==> src/rtl/mux4_rr_arbiter_pkg.sv <==
// Shared types and constants for the 4:1 round-robin mux arbiter.
// Pure definitions, no logic: state encoding, select/request widths, grant helpers.
package mux4_rr_arbiter_pkg;

    localparam int N_REQ = 4;
    localparam int SEL_W = 2;

    typedef enum logic {
        ST_IDLE = 1'b0,
        ST_BUSY = 1'b1
    } state_e;

    typedef logic [N_REQ-1:0] req_t;
    typedef logic [SEL_W-1:0] sel_t;

    function automatic req_t onehot(input sel_t idx);
        return req_t'(1) << idx;
    endfunction

    function automatic sel_t next_sel(input sel_t idx);
        return idx + sel_t'(1);
    endfunction

endpackage

==> src/rtl/mux4_rr_arbiter_if.sv <==
// Requester/consumer bundle around the shared 4:1 port; master drives requests,
// data and out_ready, slave (the arbiter) returns grant, select and the muxed beat.
interface mux4_rr_arbiter_if
    import mux4_rr_arbiter_pkg::*;
#(
    parameter int DATA_W = 4
) ();

    req_t              req;
    logic [DATA_W-1:0] in0;
    logic [DATA_W-1:0] in1;
    logic [DATA_W-1:0] in2;
    logic [DATA_W-1:0] in3;
    logic              out_ready;
    req_t              gnt;
    sel_t              sel;
    logic              out_valid;
    logic [DATA_W-1:0] out_data;

    modport master (
        output req, in0, in1, in2, in3, out_ready,
        input  gnt, sel, out_valid, out_data
    );

    modport slave (
        input  req, in0, in1, in2, in3, out_ready,
        output gnt, sel, out_valid, out_data
    );

endinterface

==> src/rtl/mux4_rr_arbiter_rr_pick4.sv <==
// Round-robin pick: first asserted request scanning ptr, ptr+1, .. mod 4.
// Purely combinational, zero latency; no handshake of its own.
module mux4_rr_arbiter_rr_pick4
    import mux4_rr_arbiter_pkg::*;
(
    input  req_t req_i,
    input  sel_t ptr_i,
    output logic any_o,
    output sel_t idx_o
);

    sel_t cand;

    // Scan from the farthest offset back to ptr so the nearest request wins last.
    always_comb begin
        any_o = |req_i;
        idx_o = ptr_i;
        cand  = ptr_i;
        for (int k = N_REQ - 1; k >= 0; k--) begin
            cand = ptr_i + sel_t'(k);
            if (req_i[cand]) begin
                idx_o = cand;
            end
        end
    end

endmodule

==> src/rtl/mux4_rr_arbiter.sv <==
// Round-robin arbiter/sequencer for a 4:1 mux with a per-grant burst cap; grant 1 cycle after req.
// Consumer backpressure (out_ready=0) freezes select, grant and beat count; no preemption.
module mux4_rr_arbiter
    import mux4_rr_arbiter_pkg::*;
#(
    parameter int DATA_W    = 4,
    parameter int MAX_BURST = 8,
    parameter int CNT_W     = 8
) (
    input  logic             clk,
    input  logic             rst_n,
    mux4_rr_arbiter_if.slave bus
);

    state_e            state_q;
    req_t              gnt_q;
    sel_t              sel_q;
    sel_t              ptr_q;
    sel_t              ptr_d;
    logic [CNT_W-1:0]  cnt_q;

    logic              busy;
    logic              out_valid;
    logic              xfer;
    logic              last_beat;
    logic              rel_now;
    logic              pick_any;
    sel_t              pick_idx;
    logic [DATA_W-1:0] data_mux;

    assign busy      = (state_q == ST_BUSY);
    assign out_valid = busy & bus.req[sel_q];
    assign xfer      = out_valid & bus.out_ready;
    assign last_beat = (cnt_q == CNT_W'(MAX_BURST - 1));
    assign rel_now   = busy & ((xfer & last_beat) | ~bus.req[sel_q]);

    // While busy the pick is only consumed on release, where the releasing
    // requester must become the lowest priority.
    assign ptr_d = busy ? next_sel(sel_q) : ptr_q;

    mux4_rr_arbiter_rr_pick4 u_pick (
        .req_i (bus.req),
        .ptr_i (ptr_d),
        .any_o (pick_any),
        .idx_o (pick_idx)
    );

    always_ff @(posedge clk or negedge rst_n) begin
        if (!rst_n) begin
            state_q <= ST_IDLE;
            gnt_q   <= '0;
            sel_q   <= '0;
            ptr_q   <= '0;
            cnt_q   <= '0;
        end else begin
            case (state_q)
                ST_IDLE: begin
                    if (pick_any) begin
                        state_q <= ST_BUSY;
                        sel_q   <= pick_idx;
                        gnt_q   <= onehot(pick_idx);
                        cnt_q   <= '0;
                    end
                end
                ST_BUSY: begin
                    if (rel_now) begin
                        ptr_q <= ptr_d;
                        cnt_q <= '0;
                        if (pick_any) begin
                            sel_q <= pick_idx;
                            gnt_q <= onehot(pick_idx);
                        end else begin
                            state_q <= ST_IDLE;
                            gnt_q   <= '0;
                        end
                    end else if (xfer) begin
                        cnt_q <= cnt_q + CNT_W'(1);
                    end
                end
                default: begin
                    state_q <= ST_IDLE;
                    gnt_q   <= '0;
                end
            endcase
        end
    end

    always_comb begin
        data_mux = bus.in0;
        case (sel_q)
            2'd1:    data_mux = bus.in1;
            2'd2:    data_mux = bus.in2;
            2'd3:    data_mux = bus.in3;
            default: data_mux = bus.in0;
        endcase
    end

    assign bus.gnt       = gnt_q;
    assign bus.sel       = sel_q;
    assign bus.out_valid = out_valid;
    assign bus.out_data  = data_mux;

endmodule

==> src/flat_wrapper.sv <==
// flat-port wrapper written by rule: the top's interface ports become plain ports
module mux4_rr_arbiter_flat import mux4_rr_arbiter_pkg::*;
#(
    parameter int DATA_W    = 4,
    parameter int MAX_BURST = 8,
    parameter int CNT_W     = 8
)
  (clk, rst_n, bus_req, bus_in0, bus_in1, bus_in2, bus_in3, bus_out_ready, bus_gnt, bus_sel, bus_out_valid, bus_out_data);
  mux4_rr_arbiter_if #(.DATA_W(DATA_W)) bus_i ();
  input  logic clk;
  input  logic rst_n;
  input wire logic [$bits(bus_i.req)-1:0] bus_req;
  input wire logic [$bits(bus_i.in0)-1:0] bus_in0;
  input wire logic [$bits(bus_i.in1)-1:0] bus_in1;
  input wire logic [$bits(bus_i.in2)-1:0] bus_in2;
  input wire logic [$bits(bus_i.in3)-1:0] bus_in3;
  input wire logic [$bits(bus_i.out_ready)-1:0] bus_out_ready;
  output wire logic [$bits(bus_i.gnt)-1:0] bus_gnt;
  output wire logic [$bits(bus_i.sel)-1:0] bus_sel;
  output wire logic [$bits(bus_i.out_valid)-1:0] bus_out_valid;
  output wire logic [$bits(bus_i.out_data)-1:0] bus_out_data;
  assign bus_i.req = bus_req;
  assign bus_i.in0 = bus_in0;
  assign bus_i.in1 = bus_in1;
  assign bus_i.in2 = bus_in2;
  assign bus_i.in3 = bus_in3;
  assign bus_i.out_ready = bus_out_ready;
  assign bus_gnt = bus_i.gnt;
  assign bus_sel = bus_i.sel;
  assign bus_out_valid = bus_i.out_valid;
  assign bus_out_data = bus_i.out_data;
  mux4_rr_arbiter #(.DATA_W(DATA_W), .MAX_BURST(MAX_BURST), .CNT_W(CNT_W)) u_core (.clk(clk), .rst_n(rst_n), .bus(bus_i));
endmodule
==> config.mk <==
export PLATFORM = sky130hd
export DESIGN_NAME = mux4_rr_arbiter_flat
export DESIGN_NICKNAME = d
export VERILOG_FILES = /design/src/rtl/mux4_rr_arbiter_pkg.sv /design/src/rtl/mux4_rr_arbiter_if.sv /design/src/rtl/mux4_rr_arbiter_rr_pick4.sv /design/src/rtl/mux4_rr_arbiter.sv /design/src/flat_wrapper.sv
export SDC_FILE = /design/constraint.sdc
export NUM_CORES = 1
export LEC_CHECK = 0
export CORE_MARGIN = 1
export CORE_UTILIZATION = 45
export CTS_CLUSTER_DIAMETER = 100
export DETAILED_ROUTE_END_ITERATION = 7
export GPL_ROUTABILITY_DRIVEN = 0
export GPL_TIMING_DRIVEN = 0
export PLACE_DENSITY = 0.75
export SETUP_SLACK_MARGIN = 0.02
export SYNTH_ARGS = -nofsm -noshare
export SYNTH_HDL_FRONTEND = slang
export SYNTH_HIERARCHICAL = 1
export SYNTH_SLANG_ARGS = --single-unit
==> constraint.sdc <==
create_clock -name clk -period 4.05 [get_ports clk]
set_input_delay 1.215 -clock clk [delete_from_list [all_inputs] [get_ports clk]]
set_output_delay 1.215 -clock clk [all_outputs]
set_load 0.01 [all_outputs]
==> run_1/final_congestion.png <==
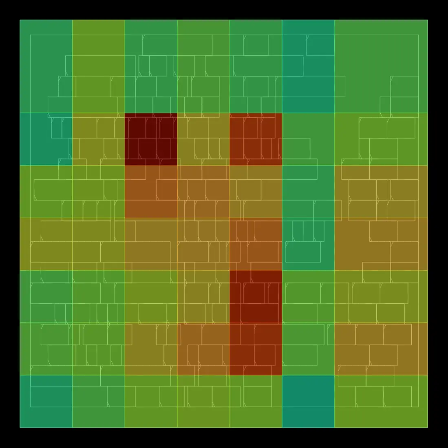
final core utilization: 64.6%
GRT Max-Usage Layer: met2
met1 layer usage reported by global route: 26.9%

==> run_1/gate_families.png <==
Drawn at 4 px/um.
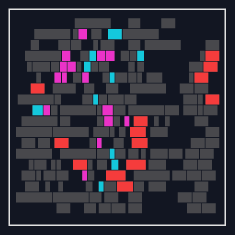
Cyan marks NOR gates, cells 10. Red marks multiplexers, cells 13, most used mux2i_1. Magenta marks NAND gates, cells 15, most used nand4_1.
most frequent logic cell in the layout: clkdlybuf4s50_1
share of cell area taken by multi-input logic gates: 42.5%
Cell Count, Final, Fillers Out: 198

==> run_1/zoom.png <==
Window x 14 to 39, y 4 to 29 um. Cells in gray, sequential cells in the stronger gray; small squares are vias.
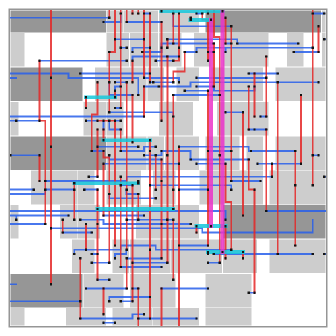
Red marks met2. Blue marks met1. Cyan marks met3. Magenta marks met4.
52 logic cells have their middle in the window. Most frequent: dfrtp_1 (6). Netlist names of flops here include `u_core/bus.sel` (2), `u_core/ptr_q` (2). Sequential cells in the window: 6.

==> summary.txt, run 1 <==
Results of the implementation run.

The flow ran to the end, and the final reports show no timing, DRC or antenna violations. The share of the final layout cell area in sequential cells came out at between 20% and 30%. The maximum achievable frequency came out at 257 MHz. The dominant cell type by count on the critical path is clkdlybuf4s50_1. Per the final layout report, the fraction of cells sized above drive strength 1 comes to 14.3%. The met3 routed wirelength is roughly 220 um.

The beginning of the worst hold path is u_core/cnt_q[7]$_DFFE_PN0P_. The total via count in the routed design came out at 1145. The floorplan core area is 2500 sq um.

The met3 routing resource usage after global routing is between 5 and 6%. According to the floorplan log, the row count is 18. Leaving out fill and tap cells, the most frequent cells in the layout are clkdlybuf4s50_1 (30), inv_1 (19), dfrtp_1 (17). The largest fanout on the critical path came out at 1.

The clock tree from TritonCTS is built. From synthesis to final layout, the design area changed by 34.5%. The final worst hold slack came out at 510 ps.

The share of final layout cell area taken by non-clock buffers is about 22%. Post-CTS timing repair inserted 3 buffers for setup. Sorting the synthesized cells by how often they occur yields inv_1 (19), dfrtp_1 (17), mux2i_1 (10).

The vertical die size is 53.6 um. The remaining max-slew budget at the tightest pin came out at 47.5%. The switching power as a share of total power is 41.2%.

Clock tree synthesis selected as its root buffer the cell clkbuf_4. The script computed a power per unit cell area of 605 nW/um^2. The number of multi-input combinational cells in the layout came out at approximately 87. The register with the most flip-flops in the final layout is u_core/cnt_q. The most repeated cell in the gate-level netlist after synthesis is inv_1. The final routed DRC violation total came out at 0. Synthesis produced 129 cells. OpenSTA lists the critical path startpoint as bus_in3[2]. The non-clock buffer total of the final layout is 40. The summed standard-cell area reported by yosys came out at 1200 sq um. The fraction of synthesized cell area in xor and xnor cells is 0%.

When the netlist entered floorplanning its net count stood at roughly 160. The pre-CTS worst setup slack came out at -324 ps. In the hold report, the worst path ends at u_core/cnt_q[7]$_DFFE_PN0P_. The depth of the CTS H-tree is 1.

The data arrival time reported for the critical path is 2680 ps. STA classifies the critical path startpoint as a primary input. The tally of nets with antenna violations remaining after routing came out at 0. The sequential power reported by the tool is about 0.26 mW.

The count of clock-net buffers in the final layout is 3. The average wire length per cell after detail routing is about 15 um. The number of global-route vias before repair is 1066. The hold buffer count at cts came out at 0. The leakage power of the design is slightly above 0.7 nW. Checking hold timing, the worst path is listed with class flop to flop. The largest part of the power goes to combinational cells. The clock net in this run drives a total of 17 sinks. The destination of the worst register-to-register timing path is u_core/bus.gnt[3]$_DFFE_PN0P_. The time the worst path needs with I/O delays and setup came out at 3890 ps.

Across all setup checks in the final design, the least slack found is approximately 160 ps. After filler insertion, the fill cell instance count of the layout stands at between 200 and 250. The kind of end point of the critical path is an output port.

The last element of the critical path is bus_out_data[2]. The worst register-to-register path begins at u_core/bus.sel[0]$_DFFE_PN0P_. The part of the total power dissipated in combinational logic is between 60% and 70%. The final setup violation count came out at 0. The post-layout period usage of the worst path is between 90% and 100%. Detailed-route iteration 0 reported a violation count of 39. The first-pass iteration count of the detailed router came out at 4. The maximum root-to-sink buffer count is 2. The share of synthesized area in the top cell type comes to 35.5%. Once detailed placement completed, the half-perimeter wirelength came to 2220 um. Max-slew check failures listed in the final report amount to 0. The starting density of the core came out at a little under half.

The detailed-route wire length came out at 2970 um. Across the whole layout, storage elements account for 425 sq um. The post-layout net count came out at 197. In the global route stage, overall resource usage came out at 23.0%. The count of cells along the worst register-to-register path is 8.

The CTS clock-pin slew for the worst setup and hold paths came out at around 100 ps. The via density per instance came out at ~5.8. The adder and majority cell fraction of the synthesized area is 5.21%. The number of ordinary inverters in the final layout came out at 20.

The clock latency at the later pin of the worst-skew pair came out at a little under 300 ps. The final timing report lists a hold violation count of 0. The count of yosys warnings during synthesis is 6. The post-synth design cell area came out at about 1200 sq um. The net switching power of the design is ~0.40 mW. For reference, the critical path cell chain is clkdlybuf4s50_1 > a222oi_1 > mux2i_1 > clkdlybuf4s50_1.

The number of sequential cells is 17. The internal power came out at roughly 0.57 mW. The complex-gate fraction of the synthesized area came out at 22.4%.

After synthesis, the netlist uses 45 different library cells. The area fraction in mux cells is between 10 and 15%. The register-to-register setup slack is 1530 ps. The met2 capacity usage during global routing came out at 40.6%.
==> run_1/registers.png <==
Drawn at 4 px/um.
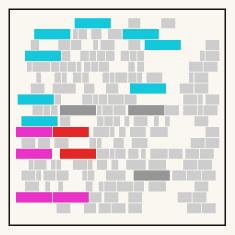

==> run 2: changes to the inputs <==
SLEW_MARGIN = 10   (was default)
TNS_END_PERCENT = 10   (was default)
clock period = 4.8 ns   (was 4.05 ns; I/O delays follow)
==> run_2/registers.png <==
Drawn at 4 px/um.
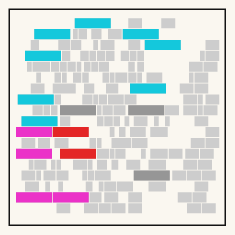
Cyan marks `u_core/cnt_q`, sequential cells 8. Red marks `u_core/bus.sel`, sequential cells 2. Magenta marks `u_core/bus.gnt`, sequential cells 4, where south-west.
Seq/total area: 26.8%
Register Area: 425 sq um
final core utilization: 63.6%
Sequential Power: 0.220 mW

==> run 2 against run 1 <==
Against the previous run: synthesized area is the same; hold slack lost 10 ps; worst setup slack lost 28 ps; core utilization shrank 0.95 points; sequential cell count is the same; largest power group unchanged; highest routed layer unchanged.
==> summary.txt, run 2 <==
Results of the implementation run.

Outcome: complete, no violations (unchanged). The met3 routing resource usage after global routing came out at 4.80% (was 5.08%). The destination of the worst hold path is u_core/cnt_q[7]$_DFFE_PN0P_ (unchanged).

The final setup slack of the worst path came out at 130 ps (was 158 ps). The maximum achievable frequency is ~210 MHz. The number of multi-input combinational cells in the layout is 87 (unchanged).

The top power group is combinational cells (unchanged). The final routed DRC violation total is 0 (unchanged). The depth of the CTS H-tree is 1 (unchanged). The first-pass iteration count of the detailed router is 4 (unchanged). The layer with the highest usage is met2 (unchanged).

The beginning of the worst hold path is u_core/cnt_q[7]$_DFFE_PN0P_ (unchanged). The dominant cell type by count on the critical path is clkdlybuf4s50_1 (unchanged). The layout-stage area growth over the synthesis result is 32.5% (was 34.5%). The time the worst path needs with I/O delays and setup came out at approximately 4700 ps. The met1 global-route usage was 26.5% (was 26.9%). The root buffer selected by CTS is clkbuf_4 (unchanged). The net switching power of the design is 0.331 mW (was 0.402 mW). The count of fill cells added during filler insertion is 208 (unchanged). Top post-synthesis cells by count: inv_1 (19), dfrtp_1 (17), mux2i_1 (10) (unchanged). The count of placed standard cells in the final layout, fillers left out came out at 195 (was 198). The count of clock-net buffers in the final layout is 3 (unchanged). The register name with the most flops is u_core/cnt_q (unchanged). The via density per instance came to 5.82 (was 5.78).

The complex-gate fraction of the synthesized area came out at 22.4% (unchanged). The sum of net half-perimeters after detailed placement is 2220 um (unchanged). The destination of the worst register-to-register timing path is u_core/bus.gnt[3]$_DFFE_PN0P_ (unchanged).

The kind of end point of the critical path was an output port (unchanged). The count of yosys warnings during synthesis came out at 6 (unchanged). The number of sequential cells came to 17 (unchanged). The register-to-register setup slack is 2280 ps (was 1530 ps). The CTS clock-pin slew for the worst setup and hold paths came to 100 ps (about the same). Top Layout Cells: clkdlybuf4s50_1 (32), inv_1 (19), dfrtp_1 (17) (was clkdlybuf4s50_1 (30), inv_1 (19), dfrtp_1 (17)). The non-clock buffer total of the final layout is 37 (was 40). The met2 capacity usage during global routing came out at 39.6% (was 40.6%).

The startpoint type of the worst setup path was a primary input (unchanged). The leakage power of the design is 0.700 nW (was 0.715 nW). The post-layout period usage of the worst path came out at a little over nine tenths. The largest fanout on the critical path is 9 (was 1). The internal power came to 0.474 mW (was 0.575 mW).

The count of distinct cell types in the synthesized netlist came out at 45 (unchanged). The remaining max-slew budget at the tightest pin is 48.9% (was 47.5%). The buffers inserted during post-CTS setup optimization came to 0 (was 3).

The number of clock sinks came out at 17 (unchanged). The number of global-route vias before repair is 1049 (was 1066). The most repeated cell in the gate-level netlist after synthesis is inv_1 (unchanged).

The met3 routed wirelength came out at 224 um (was 223 um). The share of the synthesized area in the top cell type came out at 35.5% (unchanged). The commonest non-fill, non-tap cell in the layout is clkdlybuf4s50_1 (unchanged). The adder and majority cell fraction of the synthesized area came out at 5.21% (unchanged). The timing startpoint of the critical path is bus_req[3] (was bus_in3[2]).

The floorplan core area is 2500 sq um (unchanged). The average wire length per cell after detail routing is 14.8 um (was 15.0 um). The switching power as a share of total power is 41.1% (was 41.2%). The post-layout net count was 194 (was 197). The share of final layout cell area taken by non-clock buffers came out at 21.5% (was 22.4%). The fraction of synthesized cell area in xor and xnor cells was 0% (unchanged). The data arrival time at the worst-slack endpoint is 3230 ps (was 2680 ps). The final setup violation count came out at 0 (unchanged).

The net count after synthesis was 157 (unchanged). The max-slew violation total from the final report came to 0 (unchanged). The tally of nets with antenna violations remaining after routing came out at 0 (unchanged). The pre-CTS worst setup slack came out at -24.4 ps (was -324 ps).

The post-synth design cell area is 1200 sq um (unchanged). The hold violation total from the final report is 0 (unchanged). The clock tree from TritonCTS is built (unchanged). The hold buffer count at cts came to 0 (unchanged). The final worst hold slack came out at 500 ps (was 510 ps). The summed standard-cell area reported by yosys came out at 1200 sq um (unchanged). The clock latency at the later pin of the worst-skew pair was 290 ps (about the same). The number of placement rows came out at 18 (unchanged).

The global-route usage over all layers came out at 22.4% (was 23.0%).
No activity file was given, so power comes from the tool's default toggle rates.
